===== src/rtl/clock_divider_prog.sv =====
// clock_divider_prog: run-time programmable clock/tick generator.
//
// Divides i_clk by 2*N. The half-period N is loaded through a pending register
// and takes effect only at a period boundary, so o_clk never shows a shortened
// phase. The output is either a 50% square wave or a single-cycle pulse per
// period. Dropping i_enable stops cleanly: a running high phase is allowed to
// finish before the block parks in IDLE.
//
// A period runs low phase first, then high phase. The period boundary is the
// cycle in which o_clk falls. Mode and divide changes are applied there, or
// immediately while IDLE.
//
// Ports:
//   i_clk        system clock, the only clock
//   i_reset      asynchronous reset, active-high
//   i_enable     level: 1 = run, 0 = stop after the current high phase
//   i_mode       0 = square wave, 1 = one-cycle pulse per period
//   i_div_load   one-cycle strobe, captures i_div_value as the pending half-period
//   i_div_value  requested half-period N in i_clk cycles (0 is treated as 1)
//   o_clk        divided output, registered
//   o_tick       one-cycle strobe in the first cycle o_clk reads 1 in each period
//   o_active     1 while the block is not IDLE
//   o_periods    (CLKDIV_PERIOD_CNT_EN only) 16-bit wrapping count of o_tick
//
// Optional feature macro: CLKDIV_PERIOD_CNT_EN adds the o_periods counter.

module clock_divider_prog #(
    parameter int unsigned CNT_WIDTH   = 32,
    parameter int unsigned DIV_DEFAULT = 50000
) (
    input  logic                 i_clk,
    input  logic                 i_reset,
    input  logic                 i_enable,
    input  logic                 i_mode,
    input  logic                 i_div_load,
    input  logic [CNT_WIDTH-1:0] i_div_value,
    output logic                 o_clk,
    output logic                 o_tick,
    output logic                 o_active
`ifdef CLKDIV_PERIOD_CNT_EN
    ,
    output logic [15:0]          o_periods
`endif
);

    localparam logic [CNT_WIDTH-1:0] HALF_RST =
        (DIV_DEFAULT == 0) ? CNT_WIDTH'(1) : CNT_WIDTH'(DIV_DEFAULT);

    typedef enum logic [1:0] {
        ST_IDLE  = 2'd0,
        ST_RUN   = 2'd1,
        ST_DRAIN = 2'd2
    } state_e;

    state_e               state_q, state_d;
    logic [CNT_WIDTH-1:0] cnt_q, cnt_d;
    logic [CNT_WIDTH-1:0] half_q, half_d;
    logic [CNT_WIDTH-1:0] pend_q, pend_d;
    logic                 pend_valid_q, pend_valid_d;
    logic                 mode_q, mode_d;
    logic                 phase_q, phase_d;
    logic                 o_clk_q, o_clk_d;
    logic                 tick_q, tick_d;
    logic                 active_q, active_d;

    logic                 boundary;
    logic                 rise;
    logic                 fall;
    logic                 clk_run;
    logic [CNT_WIDTH-1:0] div_clamped;

    // Phase timing of a running divider; phase_q is the internal square wave
    always_comb begin
        boundary    = (cnt_q == (half_q - CNT_WIDTH'(1)));
        rise        = boundary & ~phase_q;
        fall        = boundary & phase_q;
        clk_run     = mode_q ? rise : (phase_q ^ boundary);
        div_clamped = (i_div_value == '0) ? CNT_WIDTH'(1) : i_div_value;
    end

    // State register
    always_ff @(posedge i_clk or posedge i_reset) begin
        if (i_reset) begin
            state_q <= ST_IDLE;
        end else begin
            state_q <= state_d;
        end
    end

    // Next state: stay out of IDLE only while a high phase still has to finish
    always_comb begin
        state_d = state_q;
        unique case (state_q)
            ST_IDLE: begin
                if (i_enable) begin
                    state_d = ST_RUN;
                end
            end
            ST_RUN: begin
                if (!i_enable) begin
                    state_d = (o_clk_q && clk_run) ? ST_DRAIN : ST_IDLE;
                end
            end
            ST_DRAIN: begin
                if (i_enable) begin
                    state_d = ST_RUN;
                end else if (!clk_run) begin
                    state_d = ST_IDLE;
                end
            end
            default: state_d = ST_IDLE;
        endcase
    end

    // Datapath and outputs
    always_comb begin
        cnt_d        = cnt_q;
        phase_d      = phase_q;
        half_d       = half_q;
        pend_d       = pend_q;
        pend_valid_d = pend_valid_q;
        mode_d       = mode_q;
        o_clk_d      = 1'b0;
        tick_d       = 1'b0;
        active_d     = (state_d != ST_IDLE);

        if (state_q == ST_IDLE) begin
            // Parked: settings are taken over straight away
            cnt_d   = '0;
            phase_d = 1'b0;
            mode_d  = i_mode;
            if (i_div_load) begin
                half_d       = div_clamped;
                pend_valid_d = 1'b0;
            end else if (pend_valid_q) begin
                half_d       = pend_q;
                pend_valid_d = 1'b0;
            end
        end else begin
            if (state_d == ST_IDLE) begin
                cnt_d   = '0;
                phase_d = 1'b0;
            end else begin
                cnt_d   = boundary ? '0 : (cnt_q + CNT_WIDTH'(1));
                phase_d = phase_q ^ boundary;
                o_clk_d = clk_run;
                tick_d  = rise;
            end

            // Period boundary: commit latched mode and pending divide
            if (fall) begin
                mode_d = i_mode;
                if (pend_valid_q) begin
                    half_d       = pend_q;
                    pend_valid_d = 1'b0;
                end
            end

            // A load coinciding with a boundary waits for the next one
            if (i_div_load) begin
                pend_d       = div_clamped;
                pend_valid_d = 1'b1;
            end
        end
    end

    // Datapath registers
    always_ff @(posedge i_clk or posedge i_reset) begin
        if (i_reset) begin
            cnt_q        <= '0;
            half_q       <= HALF_RST;
            pend_q       <= '0;
            pend_valid_q <= 1'b0;
            mode_q       <= 1'b0;
            phase_q      <= 1'b0;
            o_clk_q      <= 1'b0;
            tick_q       <= 1'b0;
            active_q     <= 1'b0;
        end else begin
            cnt_q        <= cnt_d;
            half_q       <= half_d;
            pend_q       <= pend_d;
            pend_valid_q <= pend_valid_d;
            mode_q       <= mode_d;
            phase_q      <= phase_d;
            o_clk_q      <= o_clk_d;
            tick_q       <= tick_d;
            active_q     <= active_d;
        end
    end

    assign o_clk    = o_clk_q;
    assign o_tick   = tick_q;
    assign o_active = active_q;

`ifdef CLKDIV_PERIOD_CNT_EN
    logic [15:0] periods_q, periods_d;

    // Counts ticks; holds while IDLE, wraps at 16 bits
    always_comb begin
        periods_d = periods_q;
        if (tick_d) begin
            periods_d = periods_q + 16'd1;
        end
    end

    always_ff @(posedge i_clk or posedge i_reset) begin
        if (i_reset) begin
            periods_q <= 16'd0;
        end else begin
            periods_q <= periods_d;
        end
    end

    assign o_periods = periods_q;
`endif

endmodule

===== config.mk =====
export PLATFORM = sky130hd
export DESIGN_NAME = clock_divider_prog
export DESIGN_NICKNAME = d
export VERILOG_FILES = /design/src/rtl/clock_divider_prog.sv
export SDC_FILE = /design/constraint.sdc
export NUM_CORES = 1
export LEC_CHECK = 0
export CORE_MARGIN = 2
export CORE_UTILIZATION = 45
export CTS_CLUSTER_SIZE = 40
export DETAILED_ROUTE_END_ITERATION = 7
export GPL_TIMING_DRIVEN = 0
export PLACE_DENSITY_LB_ADDON = 0.2
export SLEW_MARGIN = 5
export SYNTH_ARGS = -nofsm -noshare
export SYNTH_HDL_FRONTEND = slang
export SYNTH_SLANG_ARGS = --single-unit

===== constraint.sdc =====
create_clock -name i_clk -period 4.84 [get_ports i_clk]
set_clock_uncertainty 0.05 [all_clocks]
set_input_delay 0.968 -clock i_clk [delete_from_list [all_inputs] [get_ports i_clk]]
set_output_delay 0.968 -clock i_clk [all_outputs]
set_load 0.05 [all_outputs]

run_1/cell_density.png
The die is cut into 12 by 12 equal tiles; white is low, dark blue is high, 0 to 100% covered.
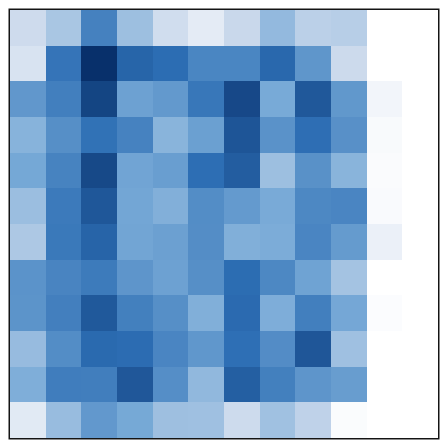
nearly empty tiles: 13%
tiles over 75% full: 15%
fullest tile: 100%
mean over tiles: 48%
utilization after layout: 0.5421
core box area: 12570 um^2
initial core utilization: 0.4605

run_1/layer_met2.png
Cells faint in the background.
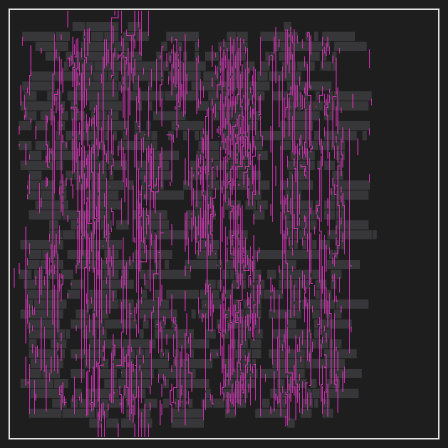
nets with wire on the layer: 584
longest straight run: 68.7 um
wire length on this layer: 6530 um
via count: 4594
routed wire length: 13640 um
met2 Track Usage GR: 0.3341

==> PnR_summary.wiki, run 1 <==
=== Physical design figures ===
{| class="wikitable"
! Metric !! Value
|-
| Iter 0 DRT Violations || 225
|-
| Type of origin of the critical path || flip-flop
|-
| Post CTS Setup Buffer Count || 0
|-
| Commonest non-fill, non-tap cells in the layout || dfrtp_1, nor2_1, nand2_1, xnor2_1, clkdlybuf4s50_1
|-
| Maximum number of pins on one net before global-route repair || 65
|-
| Via count of the first global-routing pass || between 4000 and 5000
|-
| Reg area || 2611 um^2
|-
| Switch Pwr || approximately 0.64 mW
|-
| AO/OA Area Share || 0.1072
|-
| I/O Buffers || 39
|-
| Combined area of the multi-input logic cells || 3027 um^2
|-
| Clk ins delay skew pair || approximately 350 ps
|-
| Top cell excl fill/tap || dfrtp_1
|-
| Setup TNS || 0 ps
|-
| Top post-synthesis cells by count || dfrtp_1, nor2_1, nand2_1, xnor2_1, a21oi_1
|-
| XOR-XNOR Cells, Area Fraction || 0.1074
|-
| CTS tree || done
|-
| Number of synthesized flops with an enable pin || 0
|-
| Total internal power || between 1.5 and 2 mW
|-
| Smallest hold slack || ~440 ps
|-
| Number of top-level pins || ~40
|-
| Async set or reset register ratio after synthesis || 1.000
|-
| Number of H-tree levels || 3
|-
| Cell type contributing the most total cell area after synthesis || dfrtp_1
|-
| Leakage Power || between 2 and 3 nW
|-
| Fraction of standard cell area in multi-input logic || 0.4443
|-
| Wire length of the first global-routing pass || 22060 um
|-
| Share of final layout cell area taken by non-clock buffers || 0.09109
|-
| Signal buffers || between 70 and 80
|-
| Final number of max-transition violations || 0
|-
| Chip area estimate from yosys synthesis || 5788 um^2
|-
| Critical path buffers and inverters || 6
|-
| Most instantiated library cell after synthesis || dfrtp_1
|-
| Average wire per standard cell || roughly 16 um
|-
| Syn Area/Cell || 9.489 um^2
|-
| Quantity of gates resized following cts || 13
|-
| Detailed-routing iteration count for the pre-antenna-repair pass || 5
|-
| Total routed wire length on the met1 layer || between 6000 and 7000 um
|-
| Post-synth top area share || 0.4237
|-
| Routability Congestion || 0.9292
|-
| Hold Path Origin || pend_q[0]
|-
| Family with the most delay on the worst path || simple AND/OR/NAND/NOR gates
|-
| Registers with the highest flip-flop counts || cnt_q x32, half_q x32, pend_q x32
|-
| Placed instance count || between 800 and 900
|-
| Top routing layer in use || met4
|-
| Final Hold Viols || 0
|-
| Cell area after technology mapping || 5788 um^2
|-
| Seq Cell Count || 104
|-
| Clock-pin transition on the worst setup and hold timing paths || 70 ps
|-
| Class of the most critical hold timing path || flip-flop to flip-flop
|-
| Actual slew at the worst max-slew pin || roughly 820 ps
|-
| Cells along the critical path || inv_1 -> ha_2 -> or3b_4 -> nor3_4 -> nand4_1 -> or3b_1 -> a211oi_1 -> o22a_1 -> and4_1 -> buf_4 -> buf_8 -> ha_1 -> inv_1 -> mux2i_2 -> nor3_2 -> or2_2 -> nor2b_1 -> buf_4 -> clkbuf_4 -> nand2_1 -> nor2_2
|-
| Maximum ir drop on the vdd rail || 0.0002079 V
|-
| Routing usage on met1 || 0.2535
|-
| Type of the setup path with the least slack || flip-flop to flip-flop
|-
| WL met2 || around 6500 um
|-
| Status || finished clean
|-
| Antenna violations before repair || 0
|-
| Number of standard cells after synthesis || between 600 and 700
|-
| Number of max-cap violations || 0
|-
| Pre-CTS worst setup slack || -539.8 ps
|-
| Estimated wirelength of the detail-placed design || 9953 um
|-
| Sequential share of power || 0.489
|-
| Period utilisation layout || 0.9563
|-
| Simple-gate area share of the yosys netlist || 0.2185
|-
| Share of power burned in combinational logic || 0.182
|-
| Area-dominant cell class after layout || logic gates
|-
| Cell at the slowest stage of the critical path || dfrtp_2
|-
| Tool warnings || 27
|-
| Slew HR || 0.4515
|-
| Average vias per placed instance || roughly 5.4
|-
| Dominant flop cell || dfrtp_1
|-
| Crit path from || half_q[0]
|-
| Endpoint kind of the worst setup timing path || flip-flop
|-
| Reported combinational group power || 0.399 mW
|-
| Layout multi-input combinational cell count || between 400 and 500
|}
run_1/placement.png
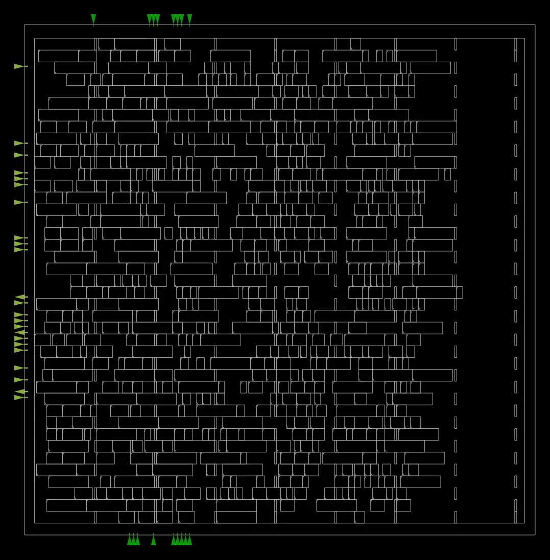
number of fill cells: 1133
fraction of area in registers: 0.3833
Layout Cells excl Fill: 843
count of standard-cell rows: 41

## Run 2: what changed since run 1
--- a/config.mk
+++ b/config.mk
@@ -5,7 +5,7 @@
 export SDC_FILE = /design/constraint.sdc
 export NUM_CORES = 1
 export LEC_CHECK = 0
-export CORE_MARGIN = 2
+export CORE_MARGIN = 10
 export CORE_UTILIZATION = 45
 export CTS_CLUSTER_SIZE = 40
 export DETAILED_ROUTE_END_ITERATION = 7
run_2/flops_by_reg.png
Other sequential cells in the stronger gray, the rest of the logic in the fainter gray.
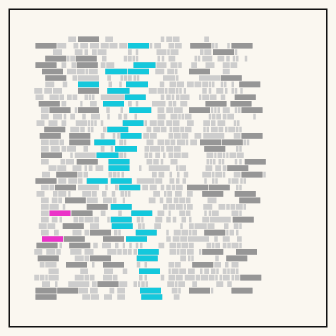
[state_q] magenta | placed flops: 2
[half_q] cyan | placed flops: 32
not colored: 70
utilization after layout: 0.5419
fraction of area in registers: 0.3818

run_2/layer_met2.png
Cells faint in the background.
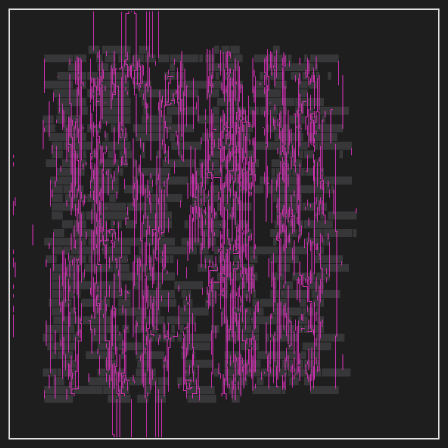
via count: 4631
met2 Track Usage GR: 0.2616
routed wire length: 14000 um

run_2/layer_met1.png
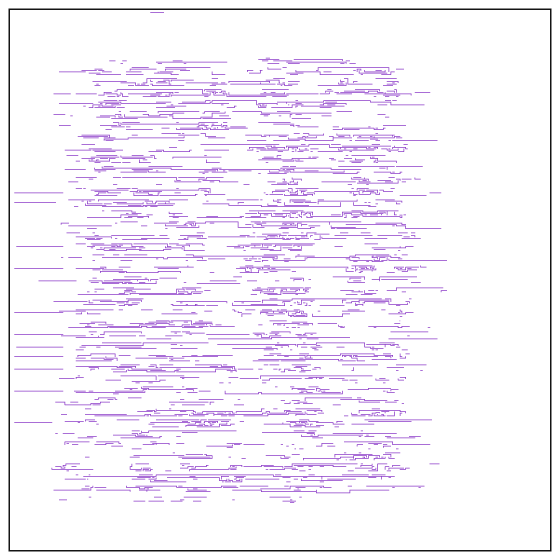
longest straight run: 29.9 um
wire length on this layer: 6330 um
nets with wire on the layer: 672
routing usage on met1: 0.2052

==> PnR_summary.wiki, run 2 <==
=== Physical design figures ===
{| class="wikitable"
! Metric !! Value
|-
| Status || finished clean (unchanged)
|-
| Final critical delay including setup and external delays || 4551 ps (was 4628 ps)
|-
| Clk ins delay skew pair || 360 ps (was 350 ps)
|-
| Post CTS Setup Buffer Count || 2 (was 0)
|-
| Layout multi-input combinational cell count || 461 (unchanged)
|-
| Setup TNS || 0 ps (unchanged)
|-
| Top cell excl fill/tap || dfrtp_1 (unchanged)
|-
| Commonest non-fill, non-tap cells in the layout || dfrtp_1, nor2_1, nand2_1, xnor2_1, clkdlybuf4s50_1 (unchanged)
|-
| Registers with the highest flip-flop counts || cnt_q x32, half_q x32, pend_q x32 (unchanged)
|-
| Estimated wirelength of the detail-placed design || 10270 um (was 9953 um)
|-
| Top routing layer in use || met4 (unchanged)
|-
| Number of tap cells inserted || 172 (unchanged)
|-
| Total routed wire length on the met1 layer || 6332 um (was 6207 um)
|-
| Antenna violations before repair || 0 (unchanged)
|-
| Placed instance count || 822 (unchanged)
|-
| Number of standard cells after synthesis || 610 (unchanged)
|-
| Clock-pin transition on the worst setup and hold timing paths || 70 ps (about the same)
|-
| Tool warnings || 27 (unchanged)
|-
| Cell type contributing the most total cell area after synthesis || dfrtp_1 (unchanged)
|-
| Iter 0 DRT Violations || 311 (was 225)
|-
| XOR-XNOR Cells, Area Fraction || 0.1074 (unchanged)
|-
| Share of final layout cell area taken by non-clock buffers || 0.09349 (was 0.09109)
|-
| Crit path from || half_q[0] (unchanged)
|-
| Dominant flop cell || dfrtp_1 (unchanged)
|-
| Number of fill cells || 1177 (was 1133)
|-
| Syn Area/Cell || 9.489 um^2 (unchanged)
|-
| Post-synthesis register bit count || 104 (unchanged)
|-
| Maximum ir drop on the vdd rail || 0.0002319 V (was 0.0002079 V)
|-
| Share of power burned in combinational logic || 0.181 (was 0.182)
|-
| Reported combinational group power || 0.399 mW (about the same)
|-
| Chip area estimate from yosys synthesis || 5788 um^2 (unchanged)
|-
| Switch Pwr || 0.6400 mW (was 0.6423 mW)
|-
| Async set or reset register ratio after synthesis || 1.000 (unchanged)
|-
| Number of synthesized flops with an enable pin || 0 (unchanged)
|-
| Core box area || 12620 um^2 (was 12570 um^2)
|-
| Number of top-level pins || 40 (unchanged)
|-
| Final Hold Viols || 0 (unchanged)
|-
| Top post-synthesis cells by count || dfrtp_1, nor2_1, nand2_1, xnor2_1, a21oi_1 (unchanged)
|-
| Quantity of gates resized following cts || 14 (was 13)
|-
| Reg area || 2611 um^2 (unchanged)
|-
| Via count of the first global-routing pass || 4580 (was 4460)
|-
| Seq Cell Count || 104 (unchanged)
|-
| AO/OA Area Share || 0.1072 (unchanged)
|-
| Number of antenna cells inserted || 0 (unchanged)
|-
| Routability Congestion || 0.8854 (was 0.9292)
|-
| Pre-CTS worst setup slack || -671.4 ps (was -539.8 ps)
|-
| Number of H-tree levels || 3 (unchanged)
|-
| CTS tree || done (unchanged)
|-
| Wire length on met3 || 588 um (was 567 um)
|-
| Cell area after technology mapping || 5788 um^2 (unchanged)
|-
| Wire length of the first global-routing pass || 23180 um (was 22060 um)
|-
| CP Data Required Time || 5030 ps (about the same)
|-
| Cell at the slowest stage of the critical path || dfrtp_2 (unchanged)
|-
| Total internal power || 1.562 mW (was 1.549 mW)
|-
| Detailed-routing iteration count for the pre-antenna-repair pass || 5 (unchanged)
|-
| Final number of max-transition violations || 0 (unchanged)
|-
| Leakage Power || 2.794 nW (was 2.790 nW)
|-
| Signal buffers || 78 (unchanged)
|-
| Most instantiated library cell after synthesis || dfrtp_1 (unchanged)
|-
| Post-synth top area share || 0.4237 (unchanged)
|-
| Layout Cells excl Fill || 843 (unchanged)
|-
| Family with the most delay on the worst path || simple AND/OR/NAND/NOR gates (unchanged)
|-
| Maximum number of pins on one net before global-route repair || 57 (was 65)
|-
| Actual slew at the worst max-slew pin || 724.2 ps (was 822.7 ps)
|-
| Average vias per placed instance || 5.493 (was 5.450)
|-
| Class of the most critical hold timing path || flip-flop to flip-flop (unchanged)
|-
| Critical path buffers and inverters || 6 (unchanged)
|-
| Endpoint kind of the worst setup timing path || flip-flop (unchanged)
|-
| Slew HR || 0.5106 (was 0.4515)
|-
| Average wire per standard cell || 16.60 um (was 16.18 um)
|-
| Number of max-cap violations || 0 (unchanged)
|-
| Area-dominant cell class after layout || logic gates (unchanged)
|-
| Type of origin of the critical path || flip-flop (unchanged)
|-
| I/O Buffers || 39 (unchanged)
|-
| Busiest layer in global routing || met2 (unchanged)
|-
| Sum of overflow across all layers after global routing || 0 (unchanged)
|-
| Type of the setup path with the least slack || flip-flop to flip-flop (unchanged)
|-
| Simple-gate area share of the yosys netlist || 0.2185 (unchanged)
|-
| Sequential share of power || 0.486 (was 0.489)
|-
| Fraction of standard cell area in multi-input logic || 0.4424 (was 0.4443)
|-
| Count of standard-cell rows || 41 (unchanged)
|-
| Initial core utilization || 0.4587 (was 0.4605)
|-
| Smallest hold slack || 443.0 ps (was 435.2 ps)
|-
| Combined area of the multi-input logic cells || 3025 um^2 (was 3027 um^2)
|-
| Hold Path Origin || pend_q[0] (unchanged)
|-
| Cells along the critical path || inv_1 -> ha_2 -> or3b_4 -> nor3_4 -> nand4b_1 -> or3b_1 -> a211oi_2 -> o22a_1 -> and4_1 -> buf_4 -> buf_8 -> ha_1 -> inv_1 -> mux2i_2 -> nor3_2 -> or2_2 -> nor2b_1 -> buf_6 -> buf_4 -> nand2_1 -> nor2_2 (was inv_1 -> ha_2 -> or3b_4 -> nor3_4 -> nand4_1 -> or3b_1 -> a211oi_1 -> o22a_1 -> and4_1 -> buf_4 -> buf_8 -> ha_1 -> inv_1 -> mux2i_2 -> nor3_2 -> or2_2 -> nor2b_1 -> buf_4 -> clkbuf_4 -> nand2_1 -> nor2_2)
|-
| WL met2 || 6862 um (was 6530 um)
|-
| Period utilisation layout || 0.9404 (was 0.9563)
|}
No activity file was given, so power comes from the tool's default toggle rates.
